Design pulse_stretcher, sky130hd; sources not shown.
**Run 1: floorplan with the power grid**

Scale bar: 10 um. Pins as bars on the die edge.
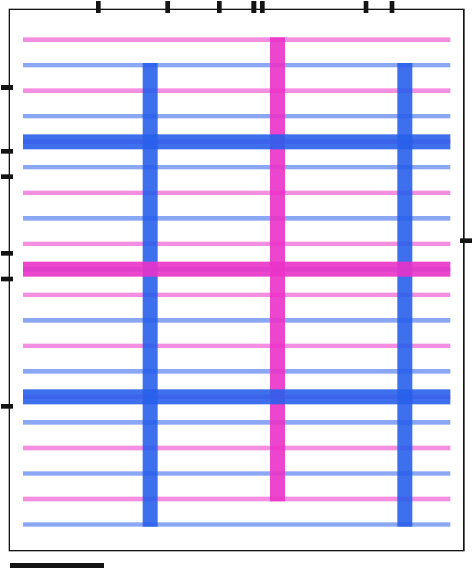
| color | net |
|---|---|
| blue | VSS |
| magenta | VDD |
rows: 19
met1 rails: 20
met5 straps: 3
x dimension of the die: 48.3 um
Peak VDD IR: 597 uV
die span in y: 57.6 um
floorplan core area: 2350 sq um

**Run 1: placed cells, one color a class**

Scale bar: 10 um.
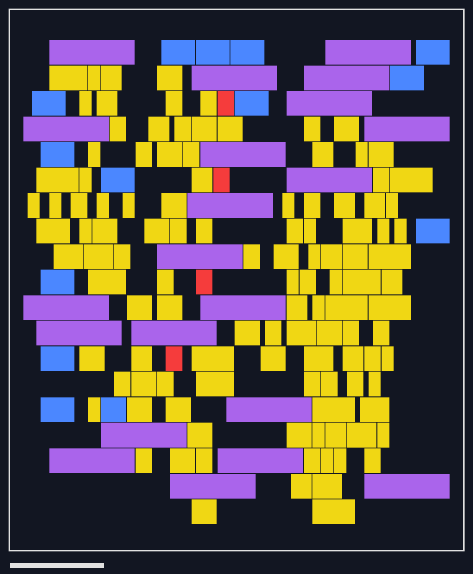
| color | class | cells |
|---|---|---|
| yellow | remaining logic cells | 115 |
| red | clock drivers and dummy loads | 4 |
| blue | remaining buffers and delay cells | 14 |
| purple | registers | 21 |
final cell utilization of the core: 0.621
share of the final layout cell area in sequential cells: 0.359
number of core rows: 19

**Run 1: clock network drawn from the DEF**

Scale bar: 10 um.
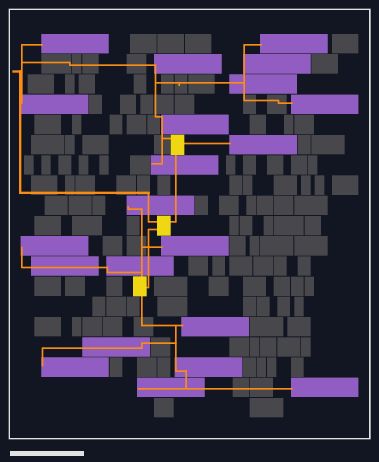
[purple] flip-flops | count: 21
[yellow] clock-net drivers | count: 3
[orange] clock wires | length: 243 um
routed clock nets: 4
clk pwr: 0.136 mW
Worst Clk Skew: 7.18 ps

**Run 1: metal layers overlaid**

Two of the layers only.
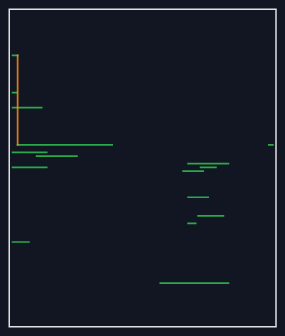
| color | layer | wire length |
|---|---|---|
| orange | M4 | 16.3 um |
| green | M3 | 83.5 um |
all-layer global routing usage: 0.217
Final Routed Wirelength: 2710 um

==> run summary, run 1 <==
Results of an implementation run.

The run finished with clean final reports. The total placed instance area is 1440 sq um. The routed layout has 1153 vias.

The root buffer selected by CTS is sky130_fd_sc_hd__clkbuf_2. The chip area is 2780 sq um. The number of clock buffers inserted by TritonCTS is 3. STA on the placed design reports a worst setup slack of 104 ps. The total number of clock tree sinks is 21.

The setup-violating endpoint count in the final report is 0. The global placer's final weighted congestion is a little under 0.8. With fillers left out, the area of the finished cells amounts to 1460 sq um.

Synthesis produced a netlist with a net count of roughly 150. The ratio of cells with drive above 1 in the final layout is 0.0974. Setup slack on the critical path of the routed design comes to 397 ps. The global-route wire length before repair is roughly 4800 um. The flop and latch count out of synthesis is 21. The final max-slew violation count is 0.

Measured in cells, the most critical reg-to-reg path has a length of 6. In the final layout, the fill cell count is 200. The data required time reported for the critical path is 2800 ps. The synthesized netlist occupies a cell area of ~1300 sq um. The share of the synthesized netlist area taken by xor and xnor gates is 0. Per the synthesis report, the AND-OR/OR-AND share of the synthesized area is 0.243.

The report gives the cell count of the worst hold path as 2. For this run, the register share of the synthesized area comes to 0.409. CTS reports a maximum clock tree buffer depth of 2.

Leaving out fill and tap cells, the most frequent cells in the layout are 21 x sky130_fd_sc_hd__dfrtp_1, 18 x sky130_fd_sc_hd__a21oi_1, 13 x sky130_fd_sc_hd__clkdlybuf4s50_1. The count of nets left with antenna violations once routing finished came out at 0. The highest-count logic cell in the final layout is sky130_fd_sc_hd__dfrtp_1. The reported max-cap violation count is 0. The mux cell area share after synthesis is 0.0165. The most critical min-delay path falls under flip-flop to flip-flop. The classification of the worst setup path is flip-flop to flip-flop.

The static power due to leakage is around 0.59 nW. The highest clock rate is 0.465 GHz. For reference, the top cells by area after synthesis are sky130_fd_sc_hd__dfrtp_1 41%, sky130_fd_sc_hd__a21oi_1 7.0%, sky130_fd_sc_hd__ha_1 6.8%.

The number of top-level pins is 14. The number of standard cells after synthesis is 140. The detailed placer's ending HPWL is 1950 um. The first routing iteration left ~44 violations. The fraction of post-synthesis cell area in the top cell type by area is 0.409. The adder-cell area share of the yosys netlist is 0.0681. In the synthesized netlist, the dominant kind of combinational cell is AND-OR/OR-AND gates.

The final critical delay including setup and external delays is roughly 2200 ps. The worst setup path is captured at a flip-flop. The worst-path maximum fanout is 17.

In this run the tools logged warnings totalling 30. The hold violation count in the final report is 0. Before antenna repair, the detailed router went through 4 iterations. The quantity of gates resized following cts is 0. Final hold analysis gives a worst-case slack of 561 ps. The number of setup buffers added after CTS is 0. Post-route period utilization is reported as 0.844. The ratio of routed vias to standard cells is 6.23. The clock network latency to the later pin of the worst-skew pair is around 300 ps. The number of global-route vias before repair came to between 1000 and 1500.
-- run 1: layout make-up --
type                    instances  area (sq um)  share of cell area
well taps                      31          38.8              0.0265
multi-input cells             105           703               0.481
repair buffers                 14           138              0.0941
inverters                      10          37.5              0.0257
clock buffers                   4          20.0              0.0137
flip-flops and latches         21           526               0.359
-- run 1: Yosys cell counts, types with 2 or more instances --
cell type                 count
sky130_fd_sc_hd__a21o_1       3
sky130_fd_sc_hd__a21oi_1     18
sky130_fd_sc_hd__a31oi_1      4
sky130_fd_sc_hd__dfrtp_1     21
sky130_fd_sc_hd__ha_1         7
sky130_fd_sc_hd__inv_1       10
sky130_fd_sc_hd__nand2_1      5
sky130_fd_sc_hd__nand3_1      6
sky130_fd_sc_hd__nor2_1      11
sky130_fd_sc_hd__nor2b_1      3
sky130_fd_sc_hd__o21ai_0      5
sky130_fd_sc_hd__o31ai_1      8
sky130_fd_sc_hd__or2_2        2
sky130_fd_sc_hd__or3_1        2
sky130_fd_sc_hd__or3_2        2
sky130_fd_sc_hd__or4_1        8
-- run 1: metrics by stage --
step | cells | total power [mW] | utilization
5_1_grt | 185 | 1.72 | 0.621
4_1_cts | 185 | 1.58 | 0.621
2_1_floorplan | 140 | 1.23 | -
6_report | 185 | 1.58 | 0.621
3_3_place_gp | 181 | 1.41 | 0.613
3_5_place_dp | 181 | 1.44 | 0.613
-- run 1: kinds of logic after synthesis --
| group | count (synthesis) |
|---|---|
| AND-OR/OR-AND | 48 |
| AND/OR/NAND/NOR | 48 |
| flip-flops | 21 |
| buffers and inverters | 14 |
| adder cells (fa/ha/maj) | 7 |
| multiplexers | 2 |
-- run 1: power breakdown --
group	switching, mW	total (mW)	internal [mW]
clock	0.0946	0.136	0.0416
combinational	0.519	0.899	0.380
sequential	0.106	0.544	0.437
total	0.720	1.58	0.859
-- run 1: per-layer routing --
metal,GRT usage,vias up,share of wire
met5,0,-,0
met4,0.0924,0,0.0059
met3,0.0267,2,0.031
met2,0.398,26,0.50
met1,0.256,563,0.46
li1,-,562,-
-- run 1: worst max-delay path: stages (launching register included) --
cell,delay (ps)
sky130_fd_sc_hd__dfrtp_1,440
sky130_fd_sc_hd__inv_1,90
sky130_fd_sc_hd__ha_1,190
sky130_fd_sc_hd__nor3b_1,530
sky130_fd_sc_hd__a41o_2,480
sky130_fd_sc_hd__a31oi_1,170
sky130_fd_sc_hd__a21oi_1,180
==> run 1 -> run 2 <==
- PLACE_DENSITY: 0.74 -> 0.77
- clock period: 2.55 -> 1.8 ns (I/O delays scaled with it)
**Run 2: placed cells, one color a class**

Scale bar: 10 um.
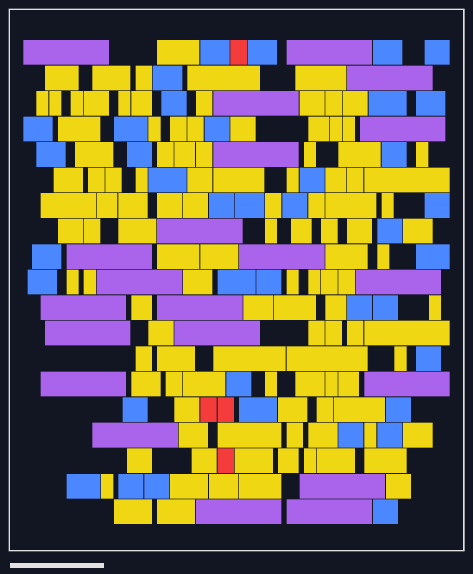
share of the final layout cell area in sequential cells: 0.286
total non-filler cell area in the finished layout: 1840 sq um
final cell utilization of the core: 0.782

**Run 2: metal layers overlaid**

Two of the layers only.
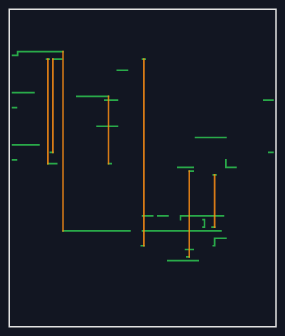
Vias: 1333
average wire per cell in the routed design: 17.8 um
Final Routed Wirelength: 3740 um

==> run summary, run 2 <==
Results of an implementation run.

The power density normalized to cell area is 1710 nW/um^2 (was 1080 nW/um^2). The total of fill cells in the finished design was 148 (was 200). The worst hold slack was 382 ps (was 561 ps). The highest clock rate came to 0.529 GHz (was 0.465 GHz). Main area contributors after synthesis: sky130_fd_sc_hd__dfrtp_1 41%, sky130_fd_sc_hd__a21oi_1 7.0%, sky130_fd_sc_hd__ha_1 6.8% (unchanged).

The CTS tree is yes (unchanged). The kind of end point of the critical path is a flip-flop (unchanged). The number of standard cells after synthesis is 140 (unchanged). The data required time at the worst endpoint is 2100 ps (was 2800 ps). The cell area after synthesis is 1290 sq um (unchanged). The tool warning count is 32 (was 30). The average cell area after synthesis was 9.19 sq um (unchanged). The worst-path maximum fanout was 8 (was 17).

The number of top-level pins was 14 (unchanged). The area of all sequential standard cells is 526 sq um (unchanged). The static power due to leakage was 0.786 nW (was 0.595 nW). The number of DRC violations after detailed-routing iteration 0 is 42 (was 44). The chip area came to 2780 sq um (unchanged). Top logic cells by instance count in the layout: 22 x sky130_fd_sc_hd__buf_4, 21 x sky130_fd_sc_hd__dfrtp_1, 12 x sky130_fd_sc_hd__a21oi_1 (was 21 x sky130_fd_sc_hd__dfrtp_1, 18 x sky130_fd_sc_hd__a21oi_1, 13 x sky130_fd_sc_hd__clkdlybuf4s50_1). The worst clock skew on the final layout is 16.0 ps (was 7.18 ps). The type of the tightest min-delay check was primary input to async pin (was flip-flop to flip-flop).

The first-pass detailed-route iteration total is 4 (unchanged). The highest-count logic cell in the final layout is sky130_fd_sc_hd__buf_4 (was sky130_fd_sc_hd__dfrtp_1). The flop and latch count out of synthesis came to 21 (unchanged).

The reported max-cap violation count is 0 (unchanged). The proportion of synthesized chip area in sequential cells is 0.409 (unchanged). The final max-slew violation count is 0 (unchanged). The number of global-route vias before repair is 1277 (was 1114). The detailed placer's ending HPWL is 2170 um (was 1950 um).

The net count after synthesis is 151 (unchanged). The setup slack of the critical path after layout is -89.4 ps (was 397 ps). The number of standard cells in the final layout excluding fillers was 210 (was 185).

The root buffer selected by CTS was sky130_fd_sc_hd__clkbuf_2 (unchanged). The number of placed cells counting well taps came to 200 (was 181). The die height is 57.6 um (unchanged).

The worst ir drop on vdd is 1310 uV (was 597 uV). The hold violation count in the final report is 0 (unchanged). The clock network latency to the later pin of the worst-skew pair was 350 ps (was 300 ps).

The final critical delay including setup and external delays is 1890 ps (was 2150 ps). The total number of clock tree sinks is 21 (unchanged). The ratio of cells with drive above 1 in the final layout is 0.402 (was 0.0974). The core area is 2350 sq um (unchanged). The met3 track utilization from global routing is 0.0320 (was 0.0267). The ratio of routed vias to standard cells is 6.35 (was 6.23).

The total area of multi-input combinational cells is 891 sq um (was 703 sq um). The share of the clock period used by the worst path after layout was 1.05 (was 0.844). The number of antenna-violating nets in the routed design is 0 (unchanged). The global placer's final weighted congestion came to 0.880 (was 0.783). The maximum count of clock buffers along a single path was 2 (unchanged).

The fraction of post-synthesis cell area in the top cell type by area was 0.409 (unchanged). Top cells by count, synth: 21 x sky130_fd_sc_hd__dfrtp_1, 18 x sky130_fd_sc_hd__a21oi_1, 11 x sky130_fd_sc_hd__nor2_1, 10 x sky130_fd_sc_hd__inv_1 (unchanged). Status: finished with violations (was completed).

The aggregate global-route resource usage is 0.247 (was 0.217). The row count is 19 (unchanged). The die outline width was 48.3 um (unchanged). The total power consumption of the routed design is 3.14 mW (was 1.58 mW). The number of clock buffers inserted by TritonCTS is 3 (unchanged).

The fraction of met2 tracks used by global routing is 0.445 (was 0.398). The minimum setup slack after placement is -412 ps (was 104 ps). The global-route wire length before repair was 5380 um (was 4770 um). The most frequent cell after synthesis is sky130_fd_sc_hd__dfrtp_1 (unchanged).

The logic depth of the worst register-to-register path was 6 (unchanged). The setup-violating endpoint count in the final report is 8 (was 0). The register clock-pin slew on the reported worst setup and hold paths is 220 ps (was 190 ps). The busiest layer in global routing is met2 (unchanged). The global-route met1 utilization is 0.285 (was 0.256). The checks that failed: setup timing.
-- run 2: critical path: stages, from the launching register on --
cell,delay (ps)
sky130_fd_sc_hd__dfrtp_1,450
sky130_fd_sc_hd__inv_2,80
sky130_fd_sc_hd__ha_4,270
sky130_fd_sc_hd__o2111ai_2,130
sky130_fd_sc_hd__a21o_4,240
sky130_fd_sc_hd__or4_1,500
sky130_fd_sc_hd__a21oi_1,170
-- run 2: cells by family after synthesis --
logic type               count (synthesis)  share of synthesized area
AND-OR/OR-AND                           48                      0.243
AND/OR/NAND/NOR                         48                      0.219
flip-flops                              21                      0.409
buffers and inverters                   14                     0.0447
adder cells (fa/ha/maj)                  7                     0.0681
multiplexers                             2                     0.0165
-- run 2: report_power, final --
group | internal [mW] | switching [mW] | total (mW)
Combinational | 1.04 | 1.11 | 2.15
Sequential | 0.619 | 0.161 | 0.780
Clock | 0.0587 | 0.159 | 0.218
Total | 1.71 | 1.43 | 3.14
-- run 2: stage by stage --
step,area (sq um),setup TNS (ps)
after floorplan,1290,0
after global placement,1590,-3450
after detailed placement,1590,-4120
after CTS,1670,-255
after global routing,1840,-849
final,1840,-235
-- run 2: layout make-up --
type | instances | share of cell area
flip-flops and latches | 21 | 0.286
repair buffers | 39 | 0.178
inverters | 10 | 0.0204
well taps | 31 | 0.0211
clock buffers | 4 | 0.0109
multi-input cells | 105 | 0.484
-- run 2: repair_timing --
item,CTS,global route
setup buffers,3,3
resized,24,33
endpoints found under the setup margin,23,20
pin swaps,10,4
-- run 2: per-layer routing --
metal,vias to the layer above,share of wire
met1,663,0.40
met4,0,0.037
li1,607,-
met3,14,0.028
met2,49,0.54
met5,-,0
Power figures rest on the tool's default switching activity, not on a simulated workload.
